run_1/metal_stack.png
Drawn at 2 px/µm. Only two layers are drawn.
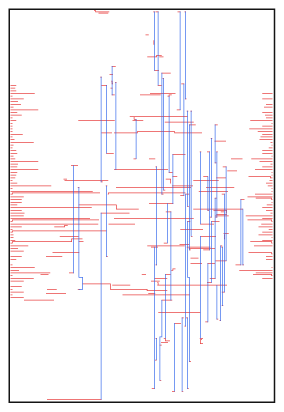
run_1/port_nets.png
Drawn at 2 px/µm.
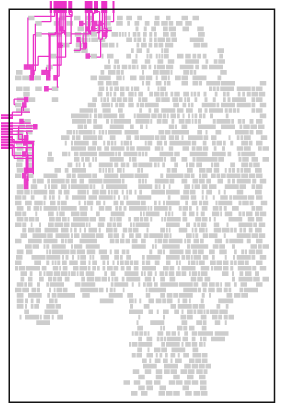
run_1/wire_density.png
Drawn at 2 px/µm. 26 x 39 tiles, from dark blue (low) to red (high), scaled to the fullest tile. Values are wire area over tile area, all layers added.
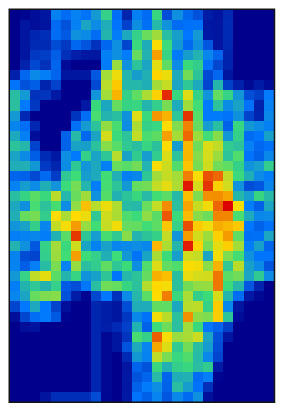
## src/rtl/loop_replay_unit_pkg.sv

```systemverilog
// Shared definitions for the loop buffer: replay FSM states, buffer depth
// and the opcodes the buffering FSM uses to recognise closing branches.
package loop_replay_unit_pkg;

   // Deepest loop body the buffer can hold, closing branch included.
   localparam int unsigned LOOP_MAX = 32;

   // Control-transfer opcodes that may close a buffered loop.
   localparam logic [6:0] BTYPE_OPCODE = 7'b1100011;
   localparam logic [6:0] JAL_OPCODE   = 7'b1101111;

   typedef enum logic [1:0] {
      IDLE  = 2'd0,
      PRIME = 2'd1,
      ISSUE = 2'd2,
      EXIT  = 2'd3
   } replay_state_e;

endpackage

```

## src/rtl/replay_index_ctr.sv

```systemverilog
// Modulo-N index counter: counts 0..last_i and wraps to 0, pulsing wrap_o on
// the enabled cycle that leaves last_i. Synchronous clear takes priority.
module replay_index_ctr #(
   parameter int unsigned AW = 5
) (
   input  logic          clk_i,
   input  logic          reset_i,
   input  logic          clr_i,
   input  logic          en_i,
   input  logic [AW-1:0] last_i,
   output logic [AW-1:0] count_o,
   output logic          wrap_o
);

   logic [AW-1:0] count_q;
   logic [AW-1:0] count_d;
   logic          at_last;

   assign at_last = (count_q == last_i);

   // Next index: hold, clear, step, or wrap back to zero after last_i.
   always_comb begin
      count_d = count_q;
      if (clr_i) begin
         count_d = '0;
      end else if (en_i) begin
         count_d = at_last ? '0 : count_q + AW'(1);
      end
   end

   // Index register.
   always_ff @(posedge clk_i) begin
      if (reset_i) begin
         count_q <= '0;
      end else begin
         count_q <= count_d;
      end
   end

   assign count_o = count_q;
   assign wrap_o  = en_i && !clr_i && at_last;

endmodule

```

## src/rtl/loop_replay_unit.sv

```systemverilog
// Read side of the loop buffer. Replays a captured backward-branch loop body
// into ID while fetch is blocked, predicts the closing branch always taken,
// and on a not-taken or wrong-target resolution flushes and redirects fetch.
module loop_replay_unit #(
   parameter int unsigned LOOP_MAX = loop_replay_unit_pkg::LOOP_MAX,
   parameter int unsigned AW       = 5
) (
   input  logic          clk,
   input  logic          reset,
   input  logic          start,
   input  logic [5:0]    loop_len,
   input  logic [31:0]   loop_start_pc,
   output logic          rd_en,
   output logic [AW-1:0] rd_addr,
   input  logic [31:0]   rd_data,
   input  logic          stall,
   output logic          out_valid,
   output logic [31:0]   out_instruction,
   output logic [31:0]   out_pc,
   output logic          block_fetch,
   input  logic          ex_valid,
   input  logic [31:0]   ex_pc,
   input  logic          ex_taken,
   input  logic [31:0]   ex_target,
   output logic          mispredict,
   output logic          flush,
   output logic [31:0]   redirect_pc,
   output logic [7:0]    iter_count
);

   import loop_replay_unit_pkg::*;

   replay_state_e state_q, state_d;

   logic [5:0]    len_q;
   logic [31:0]   base_q;
   logic [31:0]   bpc_q;
   logic [31:0]   redirect_q, redirect_d;
   logic [7:0]    iter_q;

   logic          start_ok;
   logic          closing_hit;
   logic          bad_outcome;
   logic          checking;
   logic          accept;

   logic [AW-1:0] last_idx;
   logic          rd_step;
   logic [AW-1:0] rd_cnt;
   logic          rd_wrap;
   logic [AW-1:0] idx_cnt;
   logic          idx_wrap;

   // A start is only honoured from IDLE and with a body length that fits.
   assign start_ok = (state_q == IDLE) && start && (loop_len != 6'd0)
                     && (32'(loop_len) <= LOOP_MAX);

   // The closing branch is resolved while priming or issuing; anything else
   // resolving in EX lies inside the basic block and is not our concern.
   assign checking    = (state_q == PRIME) || (state_q == ISSUE);
   assign closing_hit = checking && ex_valid && (ex_pc == bpc_q);
   assign bad_outcome = closing_hit && (!ex_taken || (ex_target != base_q));

   // An issue slot is consumed only when ID can take it.
   assign accept   = (state_q == ISSUE) && !stall;
   assign rd_step  = (state_q == PRIME) || accept;
   assign last_idx = AW'(len_q - 6'd1);

   // Buffer read pointer: runs one entry ahead of the issue index because
   // the BRAM output lags its address by a cycle.
   replay_index_ctr #(
      .AW (AW)
   ) u_rd_ctr (
      .clk_i   (clk),
      .reset_i (reset),
      .clr_i   (start_ok),
      .en_i    (rd_step),
      .last_i  (last_idx),
      .count_o (rd_cnt),
      .wrap_o  (rd_wrap)
   );

   // Issue index: selects the PC of the instruction currently shown to ID.
   replay_index_ctr #(
      .AW (AW)
   ) u_idx_ctr (
      .clk_i   (clk),
      .reset_i (reset),
      .clr_i   (start_ok),
      .en_i    (accept),
      .last_i  (last_idx),
      .count_o (idx_cnt),
      .wrap_o  (idx_wrap)
   );

   // Next state and redirect target; a bad closing-branch outcome overrides
   // a concurrent stall.
   always_comb begin
      state_d    = state_q;
      redirect_d = redirect_q;
      unique case (state_q)
         IDLE: begin
            if (start_ok) begin
               state_d = PRIME;
            end
         end
         PRIME, ISSUE: begin
            if (bad_outcome) begin
               state_d    = EXIT;
               redirect_d = ex_taken ? ex_target : bpc_q + 32'd4;
            end else begin
               state_d = ISSUE;
            end
         end
         EXIT: begin
            state_d = IDLE;
         end
         default: begin
            state_d = IDLE;
         end
      endcase
   end

   // State and redirect registers.
   always_ff @(posedge clk) begin
      if (reset) begin
         state_q    <= IDLE;
         redirect_q <= '0;
      end else begin
         state_q    <= state_d;
         redirect_q <= redirect_d;
      end
   end

   // Loop geometry captured at start; the closing-branch PC is precomputed
   // so the EX compare is a single equality.
   always_ff @(posedge clk) begin
      if (reset) begin
         len_q  <= '0;
         base_q <= '0;
         bpc_q  <= '0;
      end else if (start_ok) begin
         len_q  <= loop_len;
         base_q <= loop_start_pc;
         bpc_q  <= loop_start_pc + {24'd0, loop_len - 6'd1, 2'b00};
      end
   end

   // Completed-iteration counter, saturating, cleared by an accepted start.
   always_ff @(posedge clk) begin
      if (reset) begin
         iter_q <= '0;
      end else if (start_ok) begin
         iter_q <= '0;
      end else if (idx_wrap && (iter_q != 8'hFF)) begin
         iter_q <= iter_q + 8'd1;
      end
   end

   // Output decode from registered state. rd_en follows stall in the same
   // cycle so that the BRAM output register holds the stalled instruction.
   always_comb begin
      rd_en           = 1'b0;
      rd_addr         = '0;
      out_valid       = 1'b0;
      out_instruction = '0;
      out_pc          = '0;
      block_fetch     = 1'b0;
      mispredict      = 1'b0;
      flush           = 1'b0;
      redirect_pc     = '0;
      unique case (state_q)
         PRIME: begin
            rd_en       = 1'b1;
            rd_addr     = rd_cnt;
            block_fetch = 1'b1;
         end
         ISSUE: begin
            rd_en           = !stall;
            rd_addr         = rd_cnt;
            block_fetch     = 1'b1;
            out_valid       = 1'b1;
            out_instruction = rd_data;
            out_pc          = base_q + 32'({idx_cnt, 2'b00});
         end
         EXIT: begin
            mispredict  = 1'b1;
            flush       = 1'b1;
            redirect_pc = redirect_q;
         end
         default: begin
         end
      endcase
   end

   assign iter_count = iter_q;

endmodule

```

## config.mk

```make
export PLATFORM = sky130hd
export DESIGN_NAME = loop_replay_unit
export DESIGN_NICKNAME = d
export VERILOG_FILES = /design/src/rtl/loop_replay_unit_pkg.sv /design/src/rtl/replay_index_ctr.sv /design/src/rtl/loop_replay_unit.sv
export SDC_FILE = /design/constraint.sdc
export NUM_CORES = 1
export LEC_CHECK = 0
export CORE_ASPECT_RATIO = 1.5
export CORE_MARGIN = 2
export CORE_UTILIZATION = 35
export DETAILED_ROUTE_END_ITERATION = 10
export PLACE_DENSITY = 0.72
export SLEW_MARGIN = 20
export SYNTH_ARGS = -nofsm -noshare
export SYNTH_HDL_FRONTEND = slang
export SYNTH_SLANG_ARGS = --single-unit
```

## constraint.sdc

```tcl
create_clock -name clk -period 3.03 [get_ports clk]
set_input_delay 0.303 -clock clk [delete_from_list [all_inputs] [get_ports clk]]
set_output_delay 0.303 -clock clk [all_outputs]
set_load 0.02 [all_outputs]
```

==> report_table.html, run 1 <==
<!-- implementation run metrics -->
<table>
<tr><th>Metric</th><th>Value</th></tr>
<tr><th colspan="2">Detailed routing</th></tr>
<tr><td>1st-pass router iterations</td><td>5</td></tr>
<tr><td>Antenna Nets Post-Route</td><td>0</td></tr>
<tr><td>Drc violations</td><td>0</td></tr>
<tr><th colspan="2">Placed design</th></tr>
<tr><td>Half-perimeter wire length after placement</td><td>25.5 mm</td></tr>
<tr><td>Final estimated routing congestion in global placement</td><td>~0.97</td></tr>
<tr><td>Placed cells</td><td>1681</td></tr>
<tr><th colspan="2">Final layout</th></tr>
<tr><td>Area used by multi-input combinational logic</td><td>5840 µm²</td></tr>
<tr><td>Layout cells sized above 1</td><td>0.107</td></tr>
<tr><td>Relative area change from synthesis to final layout</td><td>44.7%</td></tr>
<tr><td>Largest class</td><td>combinational gates</td></tr>
<tr><td>Sequential fraction of total cell area</td><td>0.192</td></tr>
<tr><td>Clk cell area share</td><td>0.0498</td></tr>
<tr><td>Non-clock buffer instance count of the final layout</td><td>321</td></tr>
<tr><td>Final antenna diode count</td><td>0</td></tr>
<tr><td>Finished layout cell area</td><td>12400 µm²</td></tr>
<tr><td>Regs by FF count</td><td>base_q: 32 flops, redirect_q: 32 flops, bpc_q: 30 flops</td></tr>
<tr><th colspan="2">Clock tree</th></tr>
<tr><td>Post-CTS clock slew at the launch and capture registers of the worst setup and hold paths</td><td>50 ps</td></tr>
<tr><td>Number of clock sinks</td><td>around 120</td></tr>
<tr><td>Root buf cell</td><td>sky130_fd_sc_hd__clkbuf_16</td></tr>
<tr><td>CTS max path bufs</td><td>2</td></tr>
<tr><td>Number of buffers inserted by hold repair at cts</td><td>0</td></tr>
<tr><td>Latest clock arrival within the worst-skew pair</td><td>430 ps</td></tr>
<tr><th colspan="2">Logic synthesis</th></tr>
<tr><td>Multiplexer area fraction after synthesis</td><td>0.0117</td></tr>
<tr><td>Largest logic family</td><td>simple AND/OR/NAND/NOR gates</td></tr>
<tr><td>Synthesized-area fraction occupied by xor and xnor cells</td><td>0.159</td></tr>
<tr><td>Yosys warning total</td><td>0</td></tr>
<tr><td>AND-OR/OR-AND Cells, Area Fraction</td><td>0.167</td></tr>
<tr><td>Synth Cell Area</td><td>approximately 8600 µm²</td></tr>
<tr><td>Post-synthesis share of cell area spent on full adders, half adders and majority gates</td><td>0.0368</td></tr>
<tr><td>Main area contributors after synthesis</td><td>sky130_fd_sc_hd__dfxtp_1, sky130_fd_sc_hd__xor2_1, sky130_fd_sc_hd__nand2_1</td></tr>
<tr><td>Flip-flop cell with the highest count after synthesis</td><td>sky130_fd_sc_hd__dfxtp_1</td></tr>
<tr><td>Leading post-synthesis cells by instance count</td><td>sky130_fd_sc_hd__nand2_1, sky130_fd_sc_hd__dfxtp_1, sky130_fd_sc_hd__xor2_1</td></tr>
<tr><td>Count of different cell masters after synthesis</td><td>58</td></tr>
<tr><td>Largest type area fraction</td><td>0.278</td></tr>
<tr><td>Synthesized instance count</td><td>1129</td></tr>
<tr><td>Library cell with the largest summed area after synthesis</td><td>sky130_fd_sc_hd__dfxtp_1</td></tr>
<tr><th colspan="2">Power</th></tr>
<tr><td>Clk network pwr share</td><td>0.347</td></tr>
<tr><td>Maximum vdd ir drop</td><td>474 µV</td></tr>
<tr><td>Power consumed by the clock network</td><td>roughly 2.1 mW</td></tr>
<tr><td>Power group with the highest consumption</td><td>clock</td></tr>
<tr><td>Combinational cell fraction of total power</td><td>0.334</td></tr>
<tr><td>Power per unit of standard cell area</td><td>495 nW/µm²</td></tr>
<tr><td>Seq pwr</td><td>1.96 mW</td></tr>
<tr><td>Leakage component of the power</td><td>4.56 nW</td></tr>
<tr><th colspan="2">Final timing</th></tr>
<tr><td>Post-layout worst setup margin</td><td>-92.5 ps</td></tr>
<tr><td>Final hold viol count</td><td>0</td></tr>
<tr><td>Final period demand of the worst path</td><td>3120 ps</td></tr>
<tr><td>Max-slew violation total from the final report</td><td>0</td></tr>
<tr><td>Final Setup Violations</td><td>3</td></tr>
<tr><th colspan="2">Die</th></tr>
<tr><td>Die Wd</td><td>132 µm</td></tr>
<tr><td>Die footprint</td><td>around 26000 µm²</td></tr>
<tr><td>Floorplan core density</td><td>0.354</td></tr>
<tr><td>Placeable Area</td><td>24300 µm²</td></tr>
<tr><td>IO Count</td><td>254</td></tr>
<tr><td>Die outline height</td><td>around 200 µm</td></tr>
<tr><th colspan="2">Status</th></tr>
<tr><td>Run status</td><td>finished with violations</td></tr>
<tr><td>Violated checks</td><td>negative setup slack</td></tr>
<tr><th colspan="2">Global routing</th></tr>
<tr><td>Pin count of the biggest net entering global routing</td><td>57</td></tr>
<tr><td>Global route overflow</td><td>0</td></tr>
<tr><td>Vias in the first global route</td><td>9255</td></tr>
<tr><th colspan="2">Setup path</th></tr>
<tr><td>Critical Path RT</td><td>2730 ps</td></tr>
</table>
Back to the opening pictures, metal_stack.png:
legend:
  met3:
    colour: red
    wire_length: 1970 µm
  met4:
    colour: blue
    wire_length: 2060 µm
total wirelength of the detailed-routed design: 32.1 mm
number of vias in the routed layout: 9202

Back to the opening pictures, port_nets.png:
legend:
  `out_instruction`:
    colour: magenta
    bits: 32
    direction: output
    edge: 20 top, 12 left
    end_cells: 32
    buffers: 32
    wire: 799 µm

Back to the opening pictures, wire_density.png:
mean over tiles: 0.21
tiles over half the peak: 26%
fullest tile: 0.63
nearly empty tiles: 18%
emptiest ninth of the die: bottom left
GRT Total Usage: 0.245
routed wire length per instance: 18.6 µm

## run 1: metal layers
metal	GRT usage	vias up	share of wire
met2	0.453	386	0.51
met3	0.0556	108	0.062
met4	0.151	0	0.064
met1	0.250	4267	0.36
met5	0	-	0
li1	-	4441	-
## run 1: worst paths after layout
path                       start             end  slack [ps]
hold reg to reg   redirect_q[11]  redirect_q[11]         470
setup / recovery       base_q[2]      out_pc[28]         -90
setup reg to reg       base_q[0]  redirect_q[28]         340
hold / removal             reset   iter_count[2]         330
## run 1: layout by cell type, fill, tap and decap left out, types with 22 or more instances in the layout
cell / count
sky130_fd_sc_hd__clkdlybuf4s50_1: 227
sky130_fd_sc_hd__o21ai_0: 30
sky130_fd_sc_hd__nand3_1: 39
sky130_fd_sc_hd__inv_1: 29
sky130_fd_sc_hd__and2_1: 78
sky130_fd_sc_hd__a211oi_1: 22
sky130_fd_sc_hd__xor2_1: 97
sky130_fd_sc_hd__xnor2_1: 54
sky130_fd_sc_hd__dfxtp_1: 117
sky130_fd_sc_hd__nor2_1: 79
sky130_fd_sc_hd__buf_4: 70
sky130_fd_sc_hd__a21oi_1: 92
sky130_fd_sc_hd__nand2_1: 136
## run 1: worst max-delay path: stages, from the launching register on
cell,delay (ps)
sky130_fd_sc_hd__dfxtp_2,350
sky130_fd_sc_hd__ha_4,140
sky130_fd_sc_hd__inv_2,30
sky130_fd_sc_hd__fa_2,360
sky130_fd_sc_hd__nor2b_4,140
sky130_fd_sc_hd__o21ai_2,80
sky130_fd_sc_hd__a21boi_2,180
sky130_fd_sc_hd__o211ai_1,140
sky130_fd_sc_hd__buf_4,200
sky130_fd_sc_hd__or4_4,480
sky130_fd_sc_hd__a21oi_2,130
sky130_fd_sc_hd__buf_4,170
run_1/final_placement.png
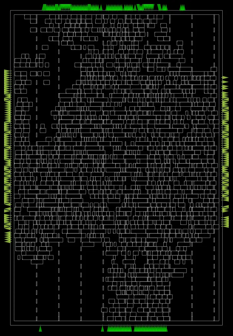

==> inputs of run 2 (changes only) <==
--- a/config.mk
+++ b/config.mk
@@ -6,7 +6,7 @@
 export NUM_CORES = 1
 export LEC_CHECK = 0
 export CORE_ASPECT_RATIO = 1.5
-export CORE_MARGIN = 2
+export CORE_MARGIN = 8
 export CORE_UTILIZATION = 35
 export DETAILED_ROUTE_END_ITERATION = 10
 export PLACE_DENSITY = 0.72
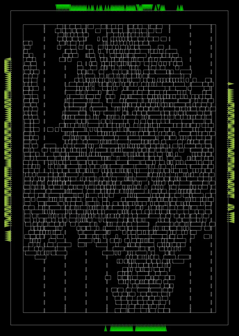
run_2/final_placement.png
Cell Rows: 70
Placeable Area: 24300 µm²
Post-Layout Cell Count: 1737

==> run 2 against run 1 <==
Compared with the run above: the run still ends with negative setup slack left; hold slack better by 38 ps; first-iteration DRC count is 17% higher; flip-flop count stayed put; critical path type unchanged; total power is 0.64% lower; global-route usage is 2.2 points lower; sequential power hardly changed; utilization is 0.33 points higher; largest power group is now combinational logic; register-to-register slack better by 50 ps; non-clock buffer count is 15 higher.
==> report_table.html, run 2 <==
<!-- implementation run metrics -->
<table>
<tr><th>Metric</th><th>Value</th></tr>
<tr><th colspan="2">Final layout</th></tr>
<tr><td>Highest-count logic cell in the final layout</td><td>sky130_fd_sc_hd__clkdlybuf4s50_1 (unchanged)</td></tr>
<tr><td>Final net count</td><td>1563 (was 1547)</td></tr>
<tr><td>Finished layout cell area</td><td>12500 µm² (was 12400 µm²)</td></tr>
<tr><td>Most frequent cells in the layout</td><td>sky130_fd_sc_hd__clkdlybuf4s50_1, sky130_fd_sc_hd__nand2_1, sky130_fd_sc_hd__dfxtp_1, sky130_fd_sc_hd__xor2_1, sky130_fd_sc_hd__a21oi_1 (unchanged)</td></tr>
<tr><td>Utilization after layout</td><td>0.515 (was 0.512)</td></tr>
<tr><td>Relative area change from synthesis to final layout</td><td>45.6% (was 44.7%)</td></tr>
<tr><td>Regs by FF count</td><td>base_q: 32 flops, redirect_q: 32 flops, bpc_q: 30 flops (unchanged)</td></tr>
<tr><td>Layout cells sized above 1</td><td>0.115 (was 0.107)</td></tr>
<tr><th colspan="2">Die</th></tr>
<tr><td>Die Wd</td><td>144 µm (was 132 µm)</td></tr>
<tr><td>Die outline height</td><td>208 µm (was 196 µm)</td></tr>
<tr><td>Die footprint</td><td>29900 µm² (was 25800 µm²)</td></tr>
<tr><td>IO Count</td><td>254 (unchanged)</td></tr>
<tr><td>Floorplan core density</td><td>0.354 (unchanged)</td></tr>
<tr><th colspan="2">Global routing</th></tr>
<tr><td>GRT Total Usage</td><td>0.224 (was 0.245)</td></tr>
<tr><td>Global-route wire length before repair</td><td>51.7 mm (was 49.4 mm)</td></tr>
<tr><td>Global route overflow</td><td>0 (unchanged)</td></tr>
<tr><td>Vias in the first global route</td><td>9467 (was 9255)</td></tr>
<tr><td>Initial antenna violation count</td><td>4 (was 0)</td></tr>
<tr><td>Pin count of the biggest net entering global routing</td><td>58 (was 57)</td></tr>
<tr><th colspan="2">Final timing</th></tr>
<tr><td>Post-layout period usage of the worst path</td><td>1.02 (was 1.03)</td></tr>
<tr><td>Clk_skew</td><td>9.61 ps (was 14.3 ps)</td></tr>
<tr><td>Final hold viol count</td><td>0 (unchanged)</td></tr>
<tr><td>Unrepaired setup endpoints after global routing</td><td>yes (unchanged)</td></tr>
<tr><td>Worst slew margin relative to its limit</td><td>0.451 (was 0.365)</td></tr>
<tr><td>Hold Worst Slack</td><td>366 ps (was 328 ps)</td></tr>
<tr><td>Max-slew violation total from the final report</td><td>0 (unchanged)</td></tr>
<tr><td>Maximum achievable frequency</td><td>0.324 GHz (was 0.320 GHz)</td></tr>
<tr><td>Post-layout worst setup margin</td><td>-56.1 ps (was -92.5 ps)</td></tr>
<tr><td>Worst-margin pin slew</td><td>813 ps (was 952 ps)</td></tr>
<tr><td>Final period demand of the worst path</td><td>3090 ps (was 3120 ps)</td></tr>
<tr><td>Final Setup Violations</td><td>4 (was 3)</td></tr>
<tr><th colspan="2">Logic synthesis</th></tr>
<tr><td>Synthesized instance count</td><td>1129 (unchanged)</td></tr>
<tr><td>Largest type area fraction</td><td>0.278 (unchanged)</td></tr>
<tr><td>Synthesized-area fraction occupied by xor and xnor cells</td><td>0.159 (unchanged)</td></tr>
<tr><td>Multiplexer area fraction after synthesis</td><td>0.0117 (unchanged)</td></tr>
<tr><td>Main area contributors after synthesis</td><td>sky130_fd_sc_hd__dfxtp_1, sky130_fd_sc_hd__xor2_1, sky130_fd_sc_hd__nand2_1 (unchanged)</td></tr>
<tr><td>AND-OR/OR-AND Cells, Area Fraction</td><td>0.167 (unchanged)</td></tr>
<tr><td>Flops &amp; latches, synth</td><td>119 (unchanged)</td></tr>
<tr><td>Syn nets</td><td>1293 (unchanged)</td></tr>
<tr><td>Fraction of registers with async set or reset after synthesis</td><td>0 (unchanged)</td></tr>
<tr><td>Synth Cell Area</td><td>8580 µm² (unchanged)</td></tr>
<tr><td>Largest logic family</td><td>simple AND/OR/NAND/NOR gates (unchanged)</td></tr>
<tr><td>Count of different cell masters after synthesis</td><td>58 (unchanged)</td></tr>
<tr><td>Number of cell instances after yosys synthesis</td><td>1129 (unchanged)</td></tr>
<tr><td>Yosys-reported design area after synthesis</td><td>8580 µm² (unchanged)</td></tr>
<tr><td>Library cell with the largest summed area after synthesis</td><td>sky130_fd_sc_hd__dfxtp_1 (unchanged)</td></tr>
<tr><td>Post-synthesis share of cell area spent on full adders, half adders and majority gates</td><td>0.0368 (unchanged)</td></tr>
<tr><td>Yosys warning total</td><td>0 (unchanged)</td></tr>
<tr><td>Top cell type by instance count after synthesis</td><td>sky130_fd_sc_hd__nand2_1 (unchanged)</td></tr>
<tr><td>Flip-flop cell with the highest count after synthesis</td><td>sky130_fd_sc_hd__dfxtp_1 (unchanged)</td></tr>
<tr><td>Leading post-synthesis cells by instance count</td><td>sky130_fd_sc_hd__nand2_1, sky130_fd_sc_hd__dfxtp_1, sky130_fd_sc_hd__xor2_1 (unchanged)</td></tr>
<tr><th colspan="2">Placed design</th></tr>
<tr><td>Buffers added on ports</td><td>253 (unchanged)</td></tr>
<tr><td>Worst slack at placement</td><td>-308 ps (was -286 ps)</td></tr>
<tr><td>Final estimated routing congestion in global placement</td><td>0.984 (was 0.966)</td></tr>
<tr><td>Half-perimeter wire length after placement</td><td>27.0 mm (was 25.5 mm)</td></tr>
<tr><td>Placed cells</td><td>1690 (was 1681)</td></tr>
<tr><th colspan="2">Clock tree</th></tr>
<tr><td>CTS max path bufs</td><td>2 (unchanged)</td></tr>
<tr><td>Post-CTS Setup Repair Bufs</td><td>7 (was 2)</td></tr>
<tr><td>Post-CTS clock slew at the launch and capture registers of the worst setup and hold paths</td><td>60 ps (was 50 ps)</td></tr>
<tr><td>Number of buffers inserted by hold repair at cts</td><td>0 (unchanged)</td></tr>
<tr><td>CTS Buf Count</td><td>17 (unchanged)</td></tr>
<tr><td>Latest clock arrival within the worst-skew pair</td><td>430 ps (about the same)</td></tr>
<tr><td>Number of clock sinks</td><td>119 (unchanged)</td></tr>
<tr><td>Count of cells resized by post-cts repair</td><td>76 (was 70)</td></tr>
<tr><td>Root buf cell</td><td>sky130_fd_sc_hd__clkbuf_16 (unchanged)</td></tr>
<tr><td>H-tree depth</td><td>4 (unchanged)</td></tr>
<tr><th colspan="2">Setup path</th></tr>
<tr><td>Critical Path RT</td><td>2730 ps (about the same)</td></tr>
<tr><td>Peak per-stage delay on the critical path</td><td>360 ps (was 480 ps)</td></tr>
<tr><td>Kind of launch point of the worst setup path</td><td>flop (unchanged)</td></tr>
<tr><td>RR Startpoint</td><td>state_q[0] (was base_q[0])</td></tr>
<tr><td>Sort of element at the end of the critical path</td><td>primary output (unchanged)</td></tr>
<tr><td>Arrival time reported for the critical path endpoint</td><td>2780 ps (was 2820 ps)</td></tr>
<tr><td>Number of cells on the worst reg-to-reg path</td><td>7 (unchanged)</td></tr>
<tr><td>Critical path fanouts, max</td><td>5 (was 8)</td></tr>
<tr><td>Internal reg-to-reg setup slack</td><td>390 ps (was 340 ps)</td></tr>
<tr><td>Destination of the worst register-to-register timing path</td><td>redirect_q[21] (was redirect_q[28])</td></tr>
<tr><td>CP cell instances</td><td>ha_4 -&gt; inv_2 -&gt; fa_2 -&gt; nor2b_4 -&gt; o21ai_2 -&gt; a21boi_2 -&gt; o211ai_1 -&gt; buf_4 -&gt; buf_6 -&gt; or3_1 -&gt; a21oi_2 -&gt; buf_4 (was ha_4 -&gt; inv_2 -&gt; fa_2 -&gt; nor2b_4 -&gt; o21ai_2 -&gt; a21boi_2 -&gt; o211ai_1 -&gt; buf_4 -&gt; or4_4 -&gt; a21oi_2 -&gt; buf_4)</td></tr>
<tr><td>Setup CP Type</td><td>reg -&gt; out (unchanged)</td></tr>
<tr><td>Cell with the most instances on the worst path</td><td>sky130_fd_sc_hd__buf_4 (unchanged)</td></tr>
<tr><td>Max stage delay cell, worst path</td><td>sky130_fd_sc_hd__fa_2 (was sky130_fd_sc_hd__or4_4)</td></tr>
<tr><th colspan="2">Run</th></tr>
<tr><td>Max-cap violations</td><td>0 (unchanged)</td></tr>
<tr><td>Tally of OpenROAD warnings</td><td>32 (unchanged)</td></tr>
<tr><th colspan="2">Detailed routing</th></tr>
<tr><td>Routed wire length per instance</td><td>19.3 µm (was 18.6 µm)</td></tr>
<tr><td>Antenna Nets Post-Route</td><td>0 (unchanged)</td></tr>
<tr><td>Total wirelength of the detailed-routed design</td><td>33.5 mm (was 32.1 mm)</td></tr>
<tr><td>Violation count after the first detailed-routing iteration</td><td>614 (was 527)</td></tr>
<tr><td>Number of vias in the routed layout</td><td>9287 (was 9202)</td></tr>
<tr><td>Drt via density</td><td>5.35 (about the same)</td></tr>
<tr><td>Drc violations</td><td>0 (unchanged)</td></tr>
<tr><td>1st-pass router iterations</td><td>5 (unchanged)</td></tr>
<tr><th colspan="2">Power</th></tr>
<tr><td>Total power</td><td>6.11 mW (was 6.15 mW)</td></tr>
<tr><td>Maximum vdd ir drop</td><td>441 µV (was 474 µV)</td></tr>
<tr><td>Leakage component of the power</td><td>4.63 nW (was 4.56 nW)</td></tr>
<tr><td>Power per unit of standard cell area</td><td>489 nW/µm² (was 495 nW/µm²)</td></tr>
<tr><th colspan="2">Min path</th></tr>
<tr><td>Cell count of the worst hold path</td><td>2 (was 4)</td></tr>
<tr><td>Hold path start</td><td>reset (unchanged)</td></tr>
<tr><td>Worst-case hold path end point</td><td>bpc_q[6] (was iter_count[2])</td></tr>
<tr><th colspan="2">Status</th></tr>
<tr><td>Run status</td><td>finished with violations (unchanged)</td></tr>
<tr><td>Violated checks</td><td>negative setup slack (unchanged)</td></tr>
</table>
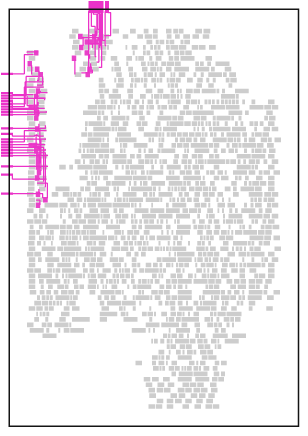
run_2/port_nets.png
Drawn at 2 px/µm.
legend:
  `out_instruction`:
    colour: magenta
    bits: 32
    direction: output
    edge: 22 left, 10 top
    end_cells: 32
    buffers: 32
    wire: 844 µm

-- run 2: netlist changes by cell type in the layout (fill, tap and decap cells not counted), sizes merged --
cell / delta
clkdlybuf4s15: -2
bufinv: -1
diode: +1
clkinvlp: +3
dlygate4sd2: +3
clkbuf: -1
inv: -1
buf: +15
-- run 2: critical path: cells and delay by family (launching register included) --
family                     cells  cell delay [ps]
DFF                            1              350
adders and majority gates      2              500
AOI/OAI and AO/OA              4              520
buffers and inverters          4              520
and+or+nand+nor                2              460
-- run 2: power breakdown --
group / internal [mW] / total [mW] / switching [mW] / leakage [nW]
Clock: 1.23 / 2.06 / 0.831 / 0.280
Sequential: 1.72 / 1.95 / 0.236 / 0.968
Combinational: 0.942 / 2.10 / 1.15 / 3.38
-- run 2: layout make-up --
class,count,area [µm²]
inverter,30,116
timing repair buffer,336,3160
timing repair inverter,1,5.00
clock inverter,15,170
clock buffer,17,425
fill,2391,11800
sequential,119,2380
multi-input combinational,894,5830
antenna,1,2.50
tap,324,405
-- run 2: per-layer routing --
metal | global-route usage | up-vias | part of all wire
met2 | 0.398 | 406 | 0.50
met1 | 0.225 | 4304 | 0.36
met5 | 0 | - | 0.0012
met3 | 0.0603 | 107 | 0.079
li1 | - | 4464 | -
met4 | 0.134 | 6 | 0.061
-- run 2: worst max-delay path by stage --
stage                            end                  from
after CTS                 out_pc[16]  u_idx_ctr.count_o[0]
after floorplan           out_pc[24]  u_idx_ctr.count_o[0]
after global routing      out_pc[16]             base_q[2]
after global placement    out_pc[30]             base_q[2]
after detailed placement  out_pc[28]  u_idx_ctr.count_o[0]
final                     out_pc[16]             base_q[2]
-- run 2: cells by family after synthesis --
kind of cell,after synthesis
and+or+nand+nor,476
xor gates and xnor gates,153
AOI/OAI and AO/OA,231
DFF,119
buffers and inverters,116
adders and majority gates,24
muxes,10
Power is estimated from default activity; no workload was simulated.
